--- config.mk ---
export PLATFORM = sky130hd
export DESIGN_NAME = sync_token_sink
export DESIGN_NICKNAME = d
export VERILOG_FILES = /design/src/rtl/sync_token_sink_pkg.sv /design/src/rtl/sync_token_sink_fifo.sv /design/src/rtl/sync_token_sink.sv
export SDC_FILE = /design/constraint.sdc
export NUM_CORES = 1
export LEC_CHECK = 0
export CORE_ASPECT_RATIO = 0.8
export CORE_MARGIN = 2
export CORE_UTILIZATION = 59
export DETAILED_ROUTE_END_ITERATION = 16
export GPL_TIMING_DRIVEN = 1
export PLACE_DENSITY = 0.84
export REMOVE_ABC_BUFFERS = 1
export SETUP_SLACK_MARGIN = 0.02
export SYNTH_ARGS = -nofsm -noshare
export SYNTH_HDL_FRONTEND = slang
export SYNTH_HIERARCHICAL = 1
export SYNTH_SLANG_ARGS = --single-unit
--- constraint.sdc ---
create_clock -name clk -period 5.2 [get_ports clk]
set_input_delay 1.04 -clock clk [delete_from_list [all_inputs] [get_ports clk]]
set_output_delay 1.04 -clock clk [all_outputs]
set_load 0.05 [all_outputs]
--- src/rtl/sync_token_sink_pkg.sv ---
// -----------------------------------------------------------------------------
// sync_token_sink_pkg
// Shared definitions for the clocked token sink at the exit of the asynchronous
// controller ring: FSM state encoding and default parameter values.
// -----------------------------------------------------------------------------
package sync_token_sink_pkg;

    // Handshake FSM: data channel phases first, then error channel phases.
    typedef enum logic [1:0] {
        ST_IDLE  = 2'd0,  // waiting for a data request, checks for room
        ST_DREL  = 2'd1,  // Lack high, waiting for Lreq to drop
        ST_EWAIT = 2'd2,  // waiting for the error-channel request
        ST_EREL  = 2'd3   // LEack high, waiting for LEreq to drop
    } sink_state_e;

    localparam int unsigned DEF_WIDTH       = 8;
    localparam int unsigned DEF_DEPTH       = 4;
    localparam int unsigned DEF_SYNC_STAGES = 2;
    localparam int unsigned DEF_CNT_W       = 16;

endpackage : sync_token_sink_pkg

--- src/rtl/sync_token_sink_fifo.sv ---
// -----------------------------------------------------------------------------
// sync_fifo
// First-word fall-through FIFO, synchronous active-high reset.
// Ports:
//   clk, rst            clock and synchronous active-high reset
//   push_i, din_i       write strobe and data (accepted when not full, or when
//                       a pop happens in the same cycle)
//   pop_i               consume the head (ignored when empty)
//   dout_o              head entry, valid while empty_o=0
//   full_o, empty_o     occupancy flags
//   count_o             number of stored entries (log2(DEPTH)+1 bits)
// DEPTH must be a power of two so the pointers wrap naturally.
// -----------------------------------------------------------------------------
module sync_fifo
    import sync_token_sink_pkg::*;
#(
    parameter int unsigned WIDTH = DEF_WIDTH + 1,
    parameter int unsigned DEPTH = DEF_DEPTH
) (
    input  logic                     clk,
    input  logic                     rst,
    input  logic                     push_i,
    input  logic [WIDTH-1:0]         din_i,
    input  logic                     pop_i,
    output logic [WIDTH-1:0]         dout_o,
    output logic                     full_o,
    output logic                     empty_o,
    output logic [$clog2(DEPTH):0]   count_o
);

    localparam int unsigned PTR_W = $clog2(DEPTH);

    logic [WIDTH-1:0] mem_q [DEPTH];
    logic [PTR_W-1:0] wr_ptr_q;
    logic [PTR_W-1:0] rd_ptr_q;
    logic [PTR_W:0]   count_q;
    logic [PTR_W:0]   count_d;
    logic             wr_en;
    logic             rd_en;

    assign empty_o = (count_q == '0);
    assign full_o  = (count_q == (PTR_W+1)'(DEPTH));

    // A pop frees the slot in the same cycle, so a full FIFO may still take
    // a push alongside a pop.
    assign rd_en = pop_i && !empty_o;
    assign wr_en = push_i && (!full_o || rd_en);

    // NOTE: every always_comb output gets a default first; otherwise a missed
    // branch infers a latch.
    always_comb begin
        count_d = count_q;
        if (wr_en && !rd_en) begin
            count_d = count_q + 1'b1;
        end else if (rd_en && !wr_en) begin
            count_d = count_q - 1'b1;
        end
    end

    // NOTE: sequential state uses non-blocking assignments only, so every flop
    // samples values from before the edge regardless of statement order.
    always_ff @(posedge clk) begin
        if (rst) begin
            wr_ptr_q <= '0;
            rd_ptr_q <= '0;
            count_q  <= '0;
        end else begin
            if (wr_en) wr_ptr_q <= wr_ptr_q + 1'b1;
            if (rd_en) rd_ptr_q <= rd_ptr_q + 1'b1;
            count_q <= count_d;
        end
    end

    // NOTE: the storage array is deliberately not reset; only pointers and the
    // count define validity, and an unreset array maps onto plain RAM/flops.
    always_ff @(posedge clk) begin
        if (wr_en) begin
            mem_q[wr_ptr_q] <= din_i;
        end
    end

    assign dout_o  = mem_q[rd_ptr_q];
    assign count_o = count_q;

endmodule : sync_fifo

--- src/rtl/sync_token_sink.sv ---
// -----------------------------------------------------------------------------
// sync_token_sink
// Clocked receiving end of the asynchronous controller ring. Terminates the
// 4-phase data channel (Lreq/Lack) and the error channel (LEreq/LEack), tags
// each token with an error flag (re-capturing data on a late sample) and
// buffers tokens toward a valid/ready consumer.
// Ports:
//   clk, rst            clock and synchronous active-high reset
//   Lreq / Lack         data channel request (async) / acknowledge
//   LEreq / LEack       error channel request (async) / acknowledge
//   ldata, lerr         bundled data and error bit
//   out_valid/ready     consumer handshake on the FIFO head
//   out_data, out_err   head token data and its re-capture flag
//   err_count           saturating count of tokens received with lerr=1
// -----------------------------------------------------------------------------
module sync_token_sink
    import sync_token_sink_pkg::*;
#(
    parameter int unsigned WIDTH       = DEF_WIDTH,
    parameter int unsigned DEPTH       = DEF_DEPTH,
    parameter int unsigned SYNC_STAGES = DEF_SYNC_STAGES,
    parameter int unsigned CNT_W       = DEF_CNT_W
) (
    input  logic              clk,
    input  logic              rst,
    input  logic              Lreq,
    output logic              Lack,
    input  logic              LEreq,
    output logic              LEack,
    input  logic [WIDTH-1:0]  ldata,
    input  logic              lerr,
    output logic              out_valid,
    input  logic              out_ready,
    output logic [WIDTH-1:0]  out_data,
    output logic              out_err,
    output logic [CNT_W-1:0]  err_count
);

    localparam int unsigned PTR_W = $clog2(DEPTH);

    // ---------------------------------------------------------------- sync
    logic [SYNC_STAGES-1:0] req_sync_q;
    logic [SYNC_STAGES-1:0] ereq_sync_q;
    logic                   req_s;
    logic                   ereq_s;

    always_ff @(posedge clk) begin
        if (rst) begin
            req_sync_q  <= '0;
            ereq_sync_q <= '0;
        end else begin
            req_sync_q  <= {req_sync_q[SYNC_STAGES-2:0], Lreq};
            ereq_sync_q <= {ereq_sync_q[SYNC_STAGES-2:0], LEreq};
        end
    end

    assign req_s  = req_sync_q[SYNC_STAGES-1];
    assign ereq_s = ereq_sync_q[SYNC_STAGES-1];

    // ---------------------------------------------------------------- FSM
    sink_state_e      state_q;
    logic             lack_q;
    logic             leack_q;
    logic [WIDTH-1:0] hold_data_q;
    logic             hold_err_q;
    logic             push_q;
    logic [CNT_W-1:0] err_cnt_q;
    logic [CNT_W-1:0] err_cnt_d;

    logic             fifo_full;
    logic             fifo_empty;
    logic [PTR_W:0]   fifo_cnt;
    logic [WIDTH:0]   fifo_head;
    logic             fifo_pop;
    logic [PTR_W+1:0] occupancy;
    logic             has_room;

    assign err_cnt_d = (&err_cnt_q) ? err_cnt_q : err_cnt_q + 1'b1;

    // Admitting a token reserves its slot until the push lands, so the push
    // out of EWAIT can never find the FIFO full. The only outstanding
    // reservation seen from IDLE is a push still in flight.
    assign occupancy = {1'b0, fifo_cnt} + {{(PTR_W+1){1'b0}}, push_q};
    assign has_room  = !fifo_full && (occupancy < (PTR_W+2)'(DEPTH));

    always_ff @(posedge clk) begin
        if (rst) begin
            state_q     <= ST_IDLE;
            lack_q      <= 1'b0;
            leack_q     <= 1'b0;
            hold_data_q <= '0;
            hold_err_q  <= 1'b0;
            push_q      <= 1'b0;
            err_cnt_q   <= '0;
        end else begin
            push_q <= 1'b0;
            case (state_q)
                ST_IDLE: begin
                    // Holding Lack low while full is the only backpressure.
                    if (req_s && has_room) begin
                        hold_data_q <= ldata;
                        lack_q      <= 1'b1;
                        state_q     <= ST_DREL;
                    end
                end
                ST_DREL: begin
                    if (!req_s) begin
                        lack_q  <= 1'b0;
                        state_q <= ST_EWAIT;
                    end
                end
                ST_EWAIT: begin
                    // An early LEreq simply waits here in the synchronizer.
                    if (ereq_s) begin
                        hold_err_q <= lerr;
                        if (lerr) begin
                            hold_data_q <= ldata;
                            err_cnt_q   <= err_cnt_d;
                        end
                        push_q  <= 1'b1;
                        leack_q <= 1'b1;
                        state_q <= ST_EREL;
                    end
                end
                ST_EREL: begin
                    if (!ereq_s) begin
                        leack_q <= 1'b0;
                        state_q <= ST_IDLE;
                    end
                end
                default: state_q <= ST_IDLE;
            endcase
        end
    end

    // ---------------------------------------------------------------- FIFO
    assign fifo_pop = !fifo_empty && out_ready;

    sync_fifo #(
        .WIDTH (WIDTH + 1),
        .DEPTH (DEPTH)
    ) u_fifo (
        .clk     (clk),
        .rst     (rst),
        .push_i  (push_q),
        .din_i   ({hold_err_q, hold_data_q}),
        .pop_i   (fifo_pop),
        .dout_o  (fifo_head),
        .full_o  (fifo_full),
        .empty_o (fifo_empty),
        .count_o (fifo_cnt)
    );

    // ---------------------------------------------------------------- outputs
    assign Lack      = lack_q;
    assign LEack     = leack_q;
    assign out_valid = !fifo_empty;
    // Head fields are forced to zero when empty so stale RAM never shows.
    assign out_data  = fifo_empty ? '0 : fifo_head[WIDTH-1:0];
    assign out_err   = !fifo_empty && fifo_head[WIDTH];
    assign err_count = err_cnt_q;

endmodule : sync_token_sink
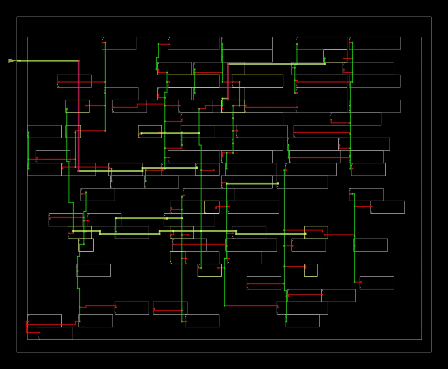
*Clock routing*
Seq cells: 79
clk pwr: 0.505 mW
CTS sink cnt: 79

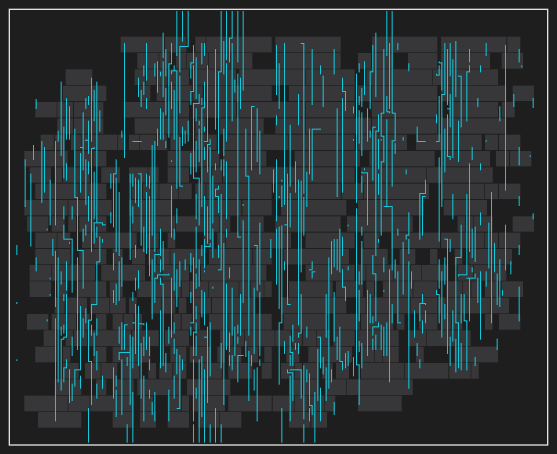
*Signal wires on met2*
Scale: 6 px per um. Cells faint in the background.
- share of all routed wire: 48%
- main direction: vertical
- nets with wire on the layer: 306
- longest straight run: 27.2 um
final WL: 6567 um
via count: 2394
M2 GR Usage: 34.90%

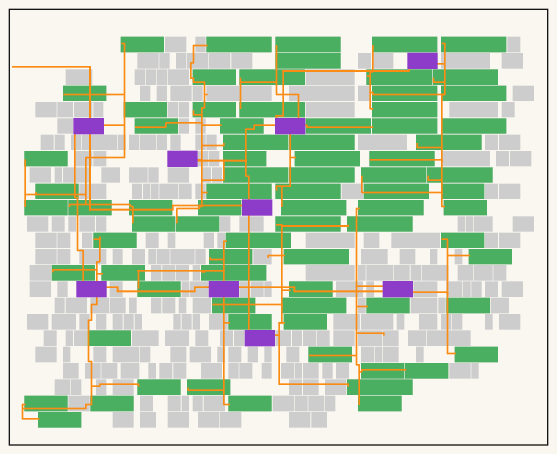
*Clock network drawn from the DEF*
Scale: 6 px per um.
- flip-flops: green (count 79)
- clock wires: orange (length 831 um)
- cells driving clock nets: purple (count 9)
- routed clock nets: 10
- flops lie: widely spread
Late-Pin Clk Latency: 350 ps
clock power share: 34.2%

==> impl_metrics.tcl <==
# collected from the flow reports
set metrics [dict create \
    status "finished clean" \
    synthCells 296 \
    clkTransAtPathRegs_ps 90 \
    cp-start-kind "register" \
    drive_above_1_share_pct 11.99 \
    grt_max_degree 49 \
    yosys_cells 296 \
    comb_area_share_pct 34.38 \
    path_buffers 1 \
    post-route-period-util_pct 69.70 \
    hold_path.class "register to register" \
    grt-ovfl-total 0 \
    antenna_cells 0 \
    stdcell_count 420 \
    rsz0062_at_grt "false" \
    grt_pass1_wl_um 10980 \
    nNonClkBuffers 42 \
    layout_min_cycle_time_ps 3624 \
    ff_type "dfxtp_1" \
    startpoint "u_fifo/count_o[0]" \
    maxSlewViolCount 0 \
    edf_count 36 \
    cp_cell_sequence "nor3_1 > nor2b_1 > clkdlybuf4s50_1" \
    detail-route-antenna-nets 0 \
    final-seq-area_um2 1942 \
    setup_violations 0 \
    whs_ps 449.0 \
    r2r_start "u_fifo/count_o[0]" \
    clock_tree_area_fraction_pct 5.468 \
    dominant_cells "registers" \
    min_to "ereq_sync_q[1]" \
    cts_max_level 3 \
    r2r_end "u_fifo/count_o[2]" \
    ys.flops 79 \
    largest-register "u_fifo/mem_q" \
    die_h_um 72.38 \
    ios 42 \
    drtIter0Drc 187 \
    cts_tree "yes" \
    top_cell_area_share_pct 31.35 \
    comb_cells 196 \
    yosys-top-cells-count "43 x dfxtp_1, 36 x edfxtp_1, 25 x a21oi_1, 19 x nor2_1, 19 x nor2b_1" \
    setup_ws_ps 1576 \
    cts_buffers 9 \
    final.setup.tns_ps 0 \
    synthMuxAreaShare_pct 8.200 \
    post_cts_buffers 0 \
    viasPerCell 5.700 \
    wire_per_inst_um 15.64 \
    n_tap_cell 78 \
    chipArea_um2 6476 \
    dp.cells 404 \
    first_pass_iters 4 \
    worstHoldStart "ereq_sync_q[0]" \
    switching_share_pct 28.30 \
    slew_headroom_pct 24.61 \
    gp_congestion 0.7639 \
    non_clock_inverter_count 9 \
    fin_area_um2 4141 \
    warnings 32 \
    n_fill_cell 383 \
    synth_area_per_cell_um2 11.65 \
    port_buffers 41 \
    worstHoldPathCells 1 \
    path_depth 3 \
    antenna_found_initial 0 \
    layout.cells.most_common "dfxtp_1" \
]
layer usage:
| metal | vias up | part of all wire, % | global-route usage (%) | wire length (um) |
|---|---|---|---|---|
| met4 | 0 | 0.47 | 5.970 | 31 |
| met2 | 62 | 48 | 34.90 | 3177 |
| li1 | 1188 | - | - | - |
| met1 | 1140 | 46 | 31.61 | 3022 |
| met3 | 4 | 5.1 | 7.509 | 336 |
| met5 | - | 0 | 0 | 0 |
power by group through the flow:
| stage | registers, mW | logic (mW) | clock network, mW |
|---|---|---|---|
| 3_3_place_gp | 0.753 | 0.213 | 0 |
| 6_report | 0.746 | 0.226 | 0.505 |
| 5_1_grt | 0.751 | 0.253 | 0.543 |
| 4_1_cts | 0.745 | 0.224 | 0.517 |
| 3_5_place_dp | 0.759 | 0.222 | 0 |
| 2_1_floorplan | 0.752 | 0.150 | 0 |
Power and IR drop assume default switching activity.
